## src/rtl/truth_table_driver.sv

```systemverilog
// Sweeps {a,b} through rows 00..11 (HOLD cycles each), samples gate_out at each row's last cycle and flags match.
// Latency: done 4*HOLD+1 cycles after the accepting start edge; start is ignored while busy (no queuing).
module truth_table_driver #(
  parameter int         HOLD     = 3,
  parameter logic [3:0] EXPECTED = 4'b0111
) (
  input  logic       clk,
  input  logic       rst_n,
  input  logic       start,
  input  logic       gate_out,
  output logic       a,
  output logic       b,
  output logic       busy,
  output logic       done,
  output logic [3:0] table_out,
  output logic       match
);

  localparam logic [1:0] IDLE  = 2'd0;
  localparam logic [1:0] DRIVE = 2'd1;
  localparam logic [1:0] DONE  = 2'd2;

  localparam logic [7:0] HOLD_LAST = 8'(HOLD - 1);

  logic [1:0] state_q, state_d;
  logic [1:0] row_q,   row_d;
  logic [7:0] hold_q,  hold_d;
  logic [3:0] tbl_q,   tbl_d;
  logic [3:0] tbl_upd;
  logic [1:0] ab_q,    ab_d;
  logic       busy_q,  busy_d;
  logic       done_q,  done_d;
  logic       match_q, match_d;

  always_comb begin
    state_d = state_q;
    row_d   = row_q;
    hold_d  = hold_q;
    tbl_d   = tbl_q;
    ab_d    = 2'b00;
    busy_d  = busy_q;
    done_d  = done_q;
    match_d = match_q;
    tbl_upd = tbl_q;
    tbl_upd[row_q] = gate_out;

    case (state_q)
      IDLE, DONE: begin
        if (start) begin
          state_d = DRIVE;
          row_d   = 2'd0;
          hold_d  = 8'd0;
          tbl_d   = 4'b0000;
          busy_d  = 1'b1;
          done_d  = 1'b0;
          match_d = 1'b0;
        end
      end
      DRIVE: begin
        ab_d = row_q;
        if (hold_q != HOLD_LAST) begin
          hold_d = hold_q + 8'd1;
        end else begin
          // last cycle of the row: gate has settled for HOLD-1 cycles
          hold_d = 8'd0;
          tbl_d  = tbl_upd;
          if (row_q != 2'd3) begin
            row_d = row_q + 2'd1;
            ab_d  = row_q + 2'd1;
          end else begin
            state_d = DONE;
            ab_d    = 2'b00;
            busy_d  = 1'b0;
            done_d  = 1'b1;
            match_d = (tbl_upd == EXPECTED);
          end
        end
      end
      default: state_d = IDLE;
    endcase
  end

  always_ff @(posedge clk) begin
    if (!rst_n) begin
      state_q <= IDLE;
      row_q   <= 2'd0;
      hold_q  <= 8'd0;
      tbl_q   <= 4'b0000;
      ab_q    <= 2'b00;
      busy_q  <= 1'b0;
      done_q  <= 1'b0;
      match_q <= 1'b0;
    end else begin
      state_q <= state_d;
      row_q   <= row_d;
      hold_q  <= hold_d;
      tbl_q   <= tbl_d;
      ab_q    <= ab_d;
      busy_q  <= busy_d;
      done_q  <= done_d;
      match_q <= match_d;
    end
  end

  assign a         = ab_q[1];
  assign b         = ab_q[0];
  assign busy      = busy_q;
  assign done      = done_q;
  assign table_out = tbl_q;
  assign match     = match_q;

endmodule

```

## config.mk

```make
export PLATFORM = sky130hd
export DESIGN_NAME = truth_table_driver
export DESIGN_NICKNAME = d
export VERILOG_FILES = /design/src/rtl/truth_table_driver.sv
export SDC_FILE = /design/constraint.sdc
export NUM_CORES = 1
export LEC_CHECK = 0
export CAP_MARGIN = 15
export CORE_UTILIZATION = 60
export CTS_BUF_LIST = sky130_fd_sc_hd__clkbuf_4
export DETAILED_ROUTE_END_ITERATION = 8
export GPL_TIMING_DRIVEN = 0
export HOLD_SLACK_MARGIN = 0.06
export PLACE_DENSITY = 0.85
export SYNTH_ARGS = -nofsm -noshare
export SYNTH_HDL_FRONTEND = slang
export SYNTH_SLANG_ARGS = --single-unit
export TNS_END_PERCENT = 100
```

## constraint.sdc

```tcl
create_clock -name clk -period 3.6 [get_ports clk]
set_input_delay 1.08 -clock clk [delete_from_list [all_inputs] [get_ports clk]]
set_output_delay 1.08 -clock clk [all_outputs]
set_load 0.005 [all_outputs]
```

Figure 1. Cell area per tile (run 1).
9 x 9 tiles, from white (low) to dark blue (high), 0 to 100% covered.
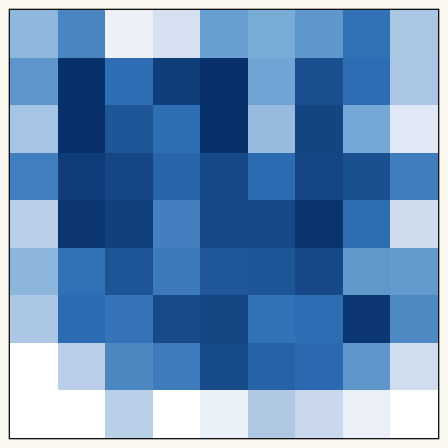
The mean over all tiles is 62%. The densest ninth of the die: center. 43% of the tiles are over 75% full. 6.2% of the tiles are nearly empty. The emptiest ninth of the die: south-west.
Final Core Density: 0.737
core area: 1730 µm²
Initial Utilization: 0.638

Figure 2. Placement view (run 1).
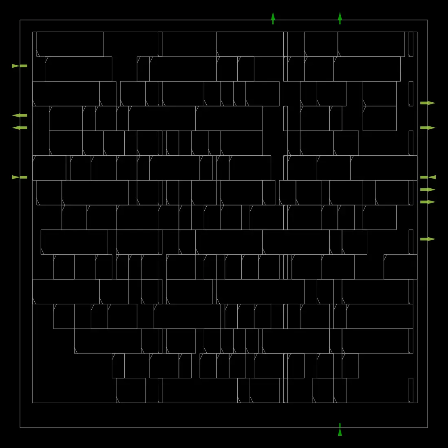
sequential fraction of total cell area: 0.330
n_taps: 25
Post-Layout Cell Count: 166
Site Rows: 15
fill count: 143

Figure 3. Layout detail (run 1).
Window x 24 to 44, y 24 to 44 µm. Cells in gray, sequential cells in the stronger gray; small squares are vias.
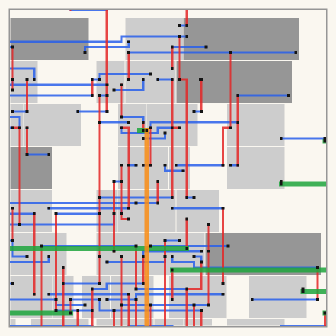
Green is met3. Orange is met4. Red is met2. Blue is met1.
29 logic cells have their middle in the window. Sequential cells in the window: 4. Most frequent: clkdlybuf4s50_1 (6), dfxtp_1 (4), ha_1 (3). Netlist names of flops here include table_out (2).

==> impl_metrics.json, run 1 <==
{
  "status": "finished, final reports clean",
  "grtUsageMet3": 0.0840,
  "synth_area_um2": 1100,
  "wl_met2_mm": 1.10,
  "hp-class": "reg2reg",
  "tightestPinTransition_ps": 535,
  "final_hold_viol_count": 0,
  "post-route-min-period_ps": 2360,
  "die_y_um": 44.8,
  "largest_reg_flops": 8,
  "reg2reg_depth": 6,
  "antenna_cells": 0,
  "final.setup_skew_ps": 4.01,
  "nets": 152,
  "total_power_mw": 0.415,
  "cts_resized": 0,
  "io_pins": 13,
  "cts_tree": "yes",
  "rsz0062_at_grt": "no",
  "cp_top_family": "buffers and inverters",
  "r2r_setup_slack_ps": 1670,
  "path_depth": 6,
  "dp.cells": 162,
  "grtUsageTotal": 0.272,
  "final_area_um2": 1270,
  "grtUsageMet1": 0.309,
  "postSynthSeqShare": 0.382,
  "worstHoldEndpoint": "done",
  "fin_tns_setup_ps": 0,
  "die_w_um": 44.8,
  "first_global_vias": 970,
  "port_buffers": 11,
  "synth.most_common_cell": "dfxtp_1",
  "leakagePower_nw": 0.437,
  "p_seq_mw": 0.240,
  "cts_made_buffers": 3,
  "yosysWarnings": 0,
  "cts_num_sinks": 21,
  "routedLengthMet1_mm": 1.09,
  "cp_max_fo": 8,
  "wl_per_cell_um": 14.3,
  "synth_flops": 21,
  "end_kind": "flip-flop",
  "final_cell_mix": "dfxtp_1, nand2_1, clkdlybuf4s50_1",
  "hold_path.startpoint": "done",
  "top_cell_area_share": 0.382,
  "clk-power_mw": 0.121,
  "clk_pin_slew_ps": 110
}
-- run 1: final cells by class --
class | count | area, µm² | area share
buffer | 4 | 15.0 | 0.0118
sequential | 21 | 420 | 0.330
multi-input combinational | 97 | 651 | 0.511
timing repair buffer | 11 | 110 | 0.0865
clock buffer | 4 | 30.0 | 0.0236
inverter | 4 | 15.0 | 0.0118
tap | 25 | 31.3 | 0.0246
-- run 1: cell families (layout without fill, tap and decap cells) --
group | after synthesis | in the layout | synth area share
and+or+nand+nor | 55 | 55 | 0.273
buffers and inverters | 8 | 23 | 0.0273
adders and majority gates | 6 | 6 | 0.0682
AOI/OAI and AO/OA | 32 | 32 | 0.216
muxes | 2 | 2 | 0.0182
DFF | 21 | 21 | 0.382
xor gates and xnor gates | 2 | 2 | 0.0159
Figure 4. Cells by drive strength (run 1).
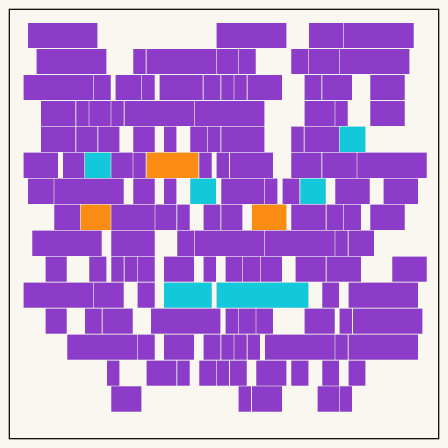

--- run 2 (diff from run 1) ---
--- a/config.mk
+++ b/config.mk
@@ -6,12 +6,12 @@
 export NUM_CORES = 1
 export LEC_CHECK = 0
 export CAP_MARGIN = 15
-export CORE_UTILIZATION = 60
+export CORE_UTILIZATION = 57
 export CTS_BUF_LIST = sky130_fd_sc_hd__clkbuf_4
 export DETAILED_ROUTE_END_ITERATION = 8
 export GPL_TIMING_DRIVEN = 0
 export HOLD_SLACK_MARGIN = 0.06
-export PLACE_DENSITY = 0.85
+export PLACE_DENSITY = 0.81
 export SYNTH_ARGS = -nofsm -noshare
 export SYNTH_HDL_FRONTEND = slang
 export SYNTH_SLANG_ARGS = --single-unit
==> constraint.sdc (replaced) <==
create_clock -name clk -period 2.25 [get_ports clk]
set_input_delay 0.675 -clock clk [delete_from_list [all_inputs] [get_ports clk]]
set_output_delay 0.675 -clock clk [all_outputs]
set_load 0.005 [all_outputs]
Figure 5. Cells by drive strength (run 2).
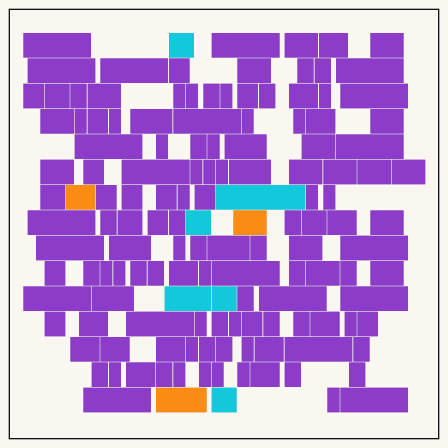
Orange is drive 2, cells 3. Purple is drive 1 or less, cells 132. Cyan is drive 3 to 4, cells 6.

==> run 2 against run 1 <==
Effect of this change:
- final area barely moved
- utilization decreased by 1.5 points
- area after synthesis is the same
- synthesized cell count unchanged
- sequential power rose by about 60%
- flip-flop count is the same
- worst setup slack got worse by 930 ps
- largest cell class unchanged
==> impl_metrics.json, run 2 <==
{
  "cts_num_sinks": 21,
  "final_cells": 166,
  "hold_path.startpoint": "done",
  "clk_pin_slew_ps": 110,
  "nets": 152,
  "synth.most_common_cell": "dfxtp_1",
  "peakVddDrop_mv": 0.346,
  "worstHoldEndpoint": "done",
  "cp_max_fo": 5,
  "port_buffers": 11,
  "synth_flops": 21,
  "final_cell_mix": "dfxtp_1, nand2_1, clkdlybuf4s50_1",
  "tightestPinTransition_ps": 459,
  "cts_tree": "yes",
  "fin_tns_setup_ps": 0,
  "final_area_um2": 1270,
  "cts_made_buffers": 3,
  "die_w_um": 46.0,
  "fillers": 148,
  "regArea_um2": 420,
  "total_power_mw": 0.666,
  "logic_family": "simple AND/OR/NAND/NOR gates",
  "path_depth": 6,
  "leakagePower_nw": 0.437,
  "rsz0062_at_grt": "no",
  "drt_iter0_drc": 38,
  "dp.cells": 162,
  "synth_area_um2": 1100,
  "area_growth_syn_to_layout_pct": 15.7,
  "status": "finished, final reports clean",
  "initCoreUtil": 0.624,
  "fin_util": 0.722,
  "top_cell_area_share": 0.382,
  "ys_sh_adder": 0.0682,
  "grtUsageTotal": 0.252,
  "r2r_setup_slack_ps": 310,
  "cp_top_family": "simple AND/OR/NAND/NOR gates",
  "startpoint_type": "flip-flop",
  "io_pins": 13,
  "synthAoiAreaFrac": 0.216,
  "end_kind": "flip-flop",
  "postSynthSeqShare": 0.382,
  "synth.cellmix.simpleShare": 0.273,
  "largest_reg_flops": 8,
  "ys_sh_mux": 0.0182,
  "post-route-min-period_ps": 1940,
  "final.setup_skew_ps": 4.68,
  "rows": 15,
  "xor_share": 0.0159,
  "yosysWarnings": 0,
  "antenna_cells": 0,
  "syn_area_per_cell_um2": 8.74,
  "final_hold_viol_count": 0,
  "core-area_um2": 1760,
  "reg2reg_depth": 6,
  "drv_cap": 0,
  "comb_area_um2": 652,
  "first_global_vias": 891,
  "startpoint": "hold_q[0]",
  "wl_per_cell_um": 13.2,
  "hp-class": "reg2reg",
  "die_y_um": 46.0
}
-- run 2: layout make-up --
class	count	area share
well taps	25	0.0246
clock buffers	4	0.0236
plain buffers	4	0.0118
repair buffers	11	0.0864
flip-flops and latches	21	0.330
multi-input cells	97	0.512
inverters	4	0.0118
-- run 2: what timing repair did --
item | CTS | global route
resized | 0 | 1
hold buffers | 0 | 0
endpoints found under the hold margin | 0 | 0
endpoints found under the setup margin | 0 | 1
-- run 2: metal layers --
metal / GRT usage / up-vias / share of wire
li1: - / 494 / -
met1: 0.302 / 438 / 0.46
met2: 0.420 / 30 / 0.46
met3: 0.0437 / 5 / 0.052
met4: 0.141 / 0 / 0.025
met5: 0 / - / 0
-- run 2: report_power, final --
group / switching, mW / internal (mW)
registers: 0.00575 / 0.379
logic: 0.0532 / 0.0315
clock network: 0.115 / 0.0815
--- run 3 (diff from run 2) ---
--- a/config.mk
+++ b/config.mk
@@ -8,6 +8,7 @@
 export CAP_MARGIN = 15
 export CORE_UTILIZATION = 57
 export CTS_BUF_LIST = sky130_fd_sc_hd__clkbuf_4
+export CTS_CLUSTER_SIZE = 40
 export DETAILED_ROUTE_END_ITERATION = 8
 export GPL_TIMING_DRIVEN = 0
 export HOLD_SLACK_MARGIN = 0.06
==> run 3 against run 2 <==
Effect of this change:
- clock skew is the same
- final area is the same
- global-route usage is the same
==> impl_metrics.json, run 3 <==
{
  "end_kind": "flip-flop",
  "clock_buffer_count": 4,
  "largest_reg_flops": 8,
  "synth.most_common_cell": "dfxtp_1",
  "comb_area_um2": 652,
  "first_global_vias": 891,
  "fin_tns_setup_ps": 0,
  "yosysWarnings": 0,
  "hp-class": "reg2reg",
  "final_cell_mix": "dfxtp_1, nand2_1, clkdlybuf4s50_1",
  "area_growth_syn_to_layout_pct": 15.7,
  "n_all_buffers": 15,
  "clockPowerShare": 0.295,
  "fmax_ghz": 0.515,
  "grtUsageMet2": 0.420,
  "xor_share": 0.0159,
  "io_pins": 13,
  "grtUsageMet1": 0.302,
  "switching_power_mw": 0.174,
  "antenna_cells": 0,
  "ys_sh_mux": 0.0182,
  "die_y_um": 46.0,
  "cts_resized": 0,
  "cp_max_fo": 5,
  "rows": 15,
  "logic_gates": 97,
  "peakVddDrop_mv": 0.346,
  "port_buffers": 11,
  "synth.cellmix.simpleShare": 0.273,
  "cp_top_family": "simple AND/OR/NAND/NOR gates",
  "final.setup_skew_ps": 4.68,
  "comb_area_frac": 0.512,
  "cts_num_sinks": 21,
  "power_frac_seq": 0.578,
  "startpoint_type": "flip-flop",
  "routedLengthMet1_mm": 1.01,
  "p_seq_mw": 0.385,
  "postSynthSeqShare": 0.382,
  "synth_flops": 21,
  "die_w_um": 46.0,
  "dominant-cell-class": "logic gates",
  "synth-edff-count": 0,
  "grtUsageTotal": 0.252,
  "final_hold_viol_count": 0,
  "buffer_area_frac": 0.0982,
  "leakagePower_nw": 0.437,
  "wl_per_cell_um": 13.2,
  "top_cell_area_share": 0.382,
  "initCoreUtil": 0.624,
  "clk-power_mw": 0.197,
  "drv_cap": 0,
  "power_frac_comb": 0.127,
  "inv_count": 4,
  "top_layer_used": "met4",
  "regArea_um2": 420,
  "rsz0062_at_grt": "no",
  "logic_family": "simple AND/OR/NAND/NOR gates",
  "post-route-min-period_ps": 1940,
  "ys_sh_adder": 0.0682,
  "synth_area_um2": 1100,
  "clockNetworkAreaShare": 0.0236,
  "netSwitchingFraction": 0.261,
  "route.met3.wl_um": 114,
  "drt_iter0_drc": 38,
  "comb_cell_power_mw": 0.0847,
  "status": "finished, final reports clean",
  "grt-busiest-layer": "met2",
  "nets": 152
}
==> run 3: cell counts after synthesis <==
No cell type changed its count.
==> run 3: per-stage QoR <==
| stage | power [mW] | utilization | cells | instance area (µm²) |
|---|---|---|---|---|
| 6_report | 0.666 | 0.722 | 166 | 1270 |
| 3_5_place_dp | 0.477 | 0.704 | 162 | 1240 |
| 4_1_cts | 0.674 | 0.721 | 166 | 1270 |
| 3_3_place_gp | 0.475 | 0.704 | 162 | 1240 |
| 2_1_floorplan | 0.451 | - | 126 | 1100 |
| 5_1_grt | 0.695 | 0.722 | 166 | 1270 |
==> run 3: final timing paths <==
kind	slack (ps)	endpoint	cells past startpoint	start
setup / recovery	310	match	6	hold_q[0]
hold reg to reg	470	done	2	done
setup reg to reg	310	match	6	hold_q[0]
hold / removal	470	done	2	done
Figure 6. Placement view (run 3).
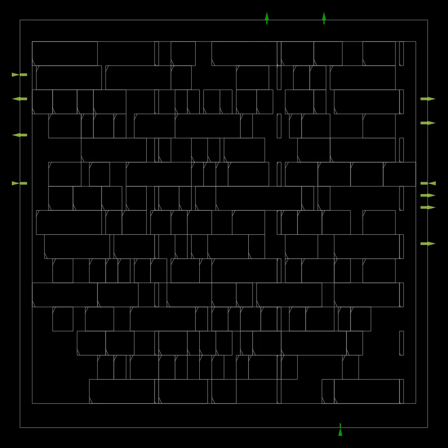
Final Core Density: 0.722
sequential fraction of total cell area: 0.330
core area: 1760 µm²
num sequential: 21
fill count: 148

No activity file was given, so power comes from the tool's default toggle rates.
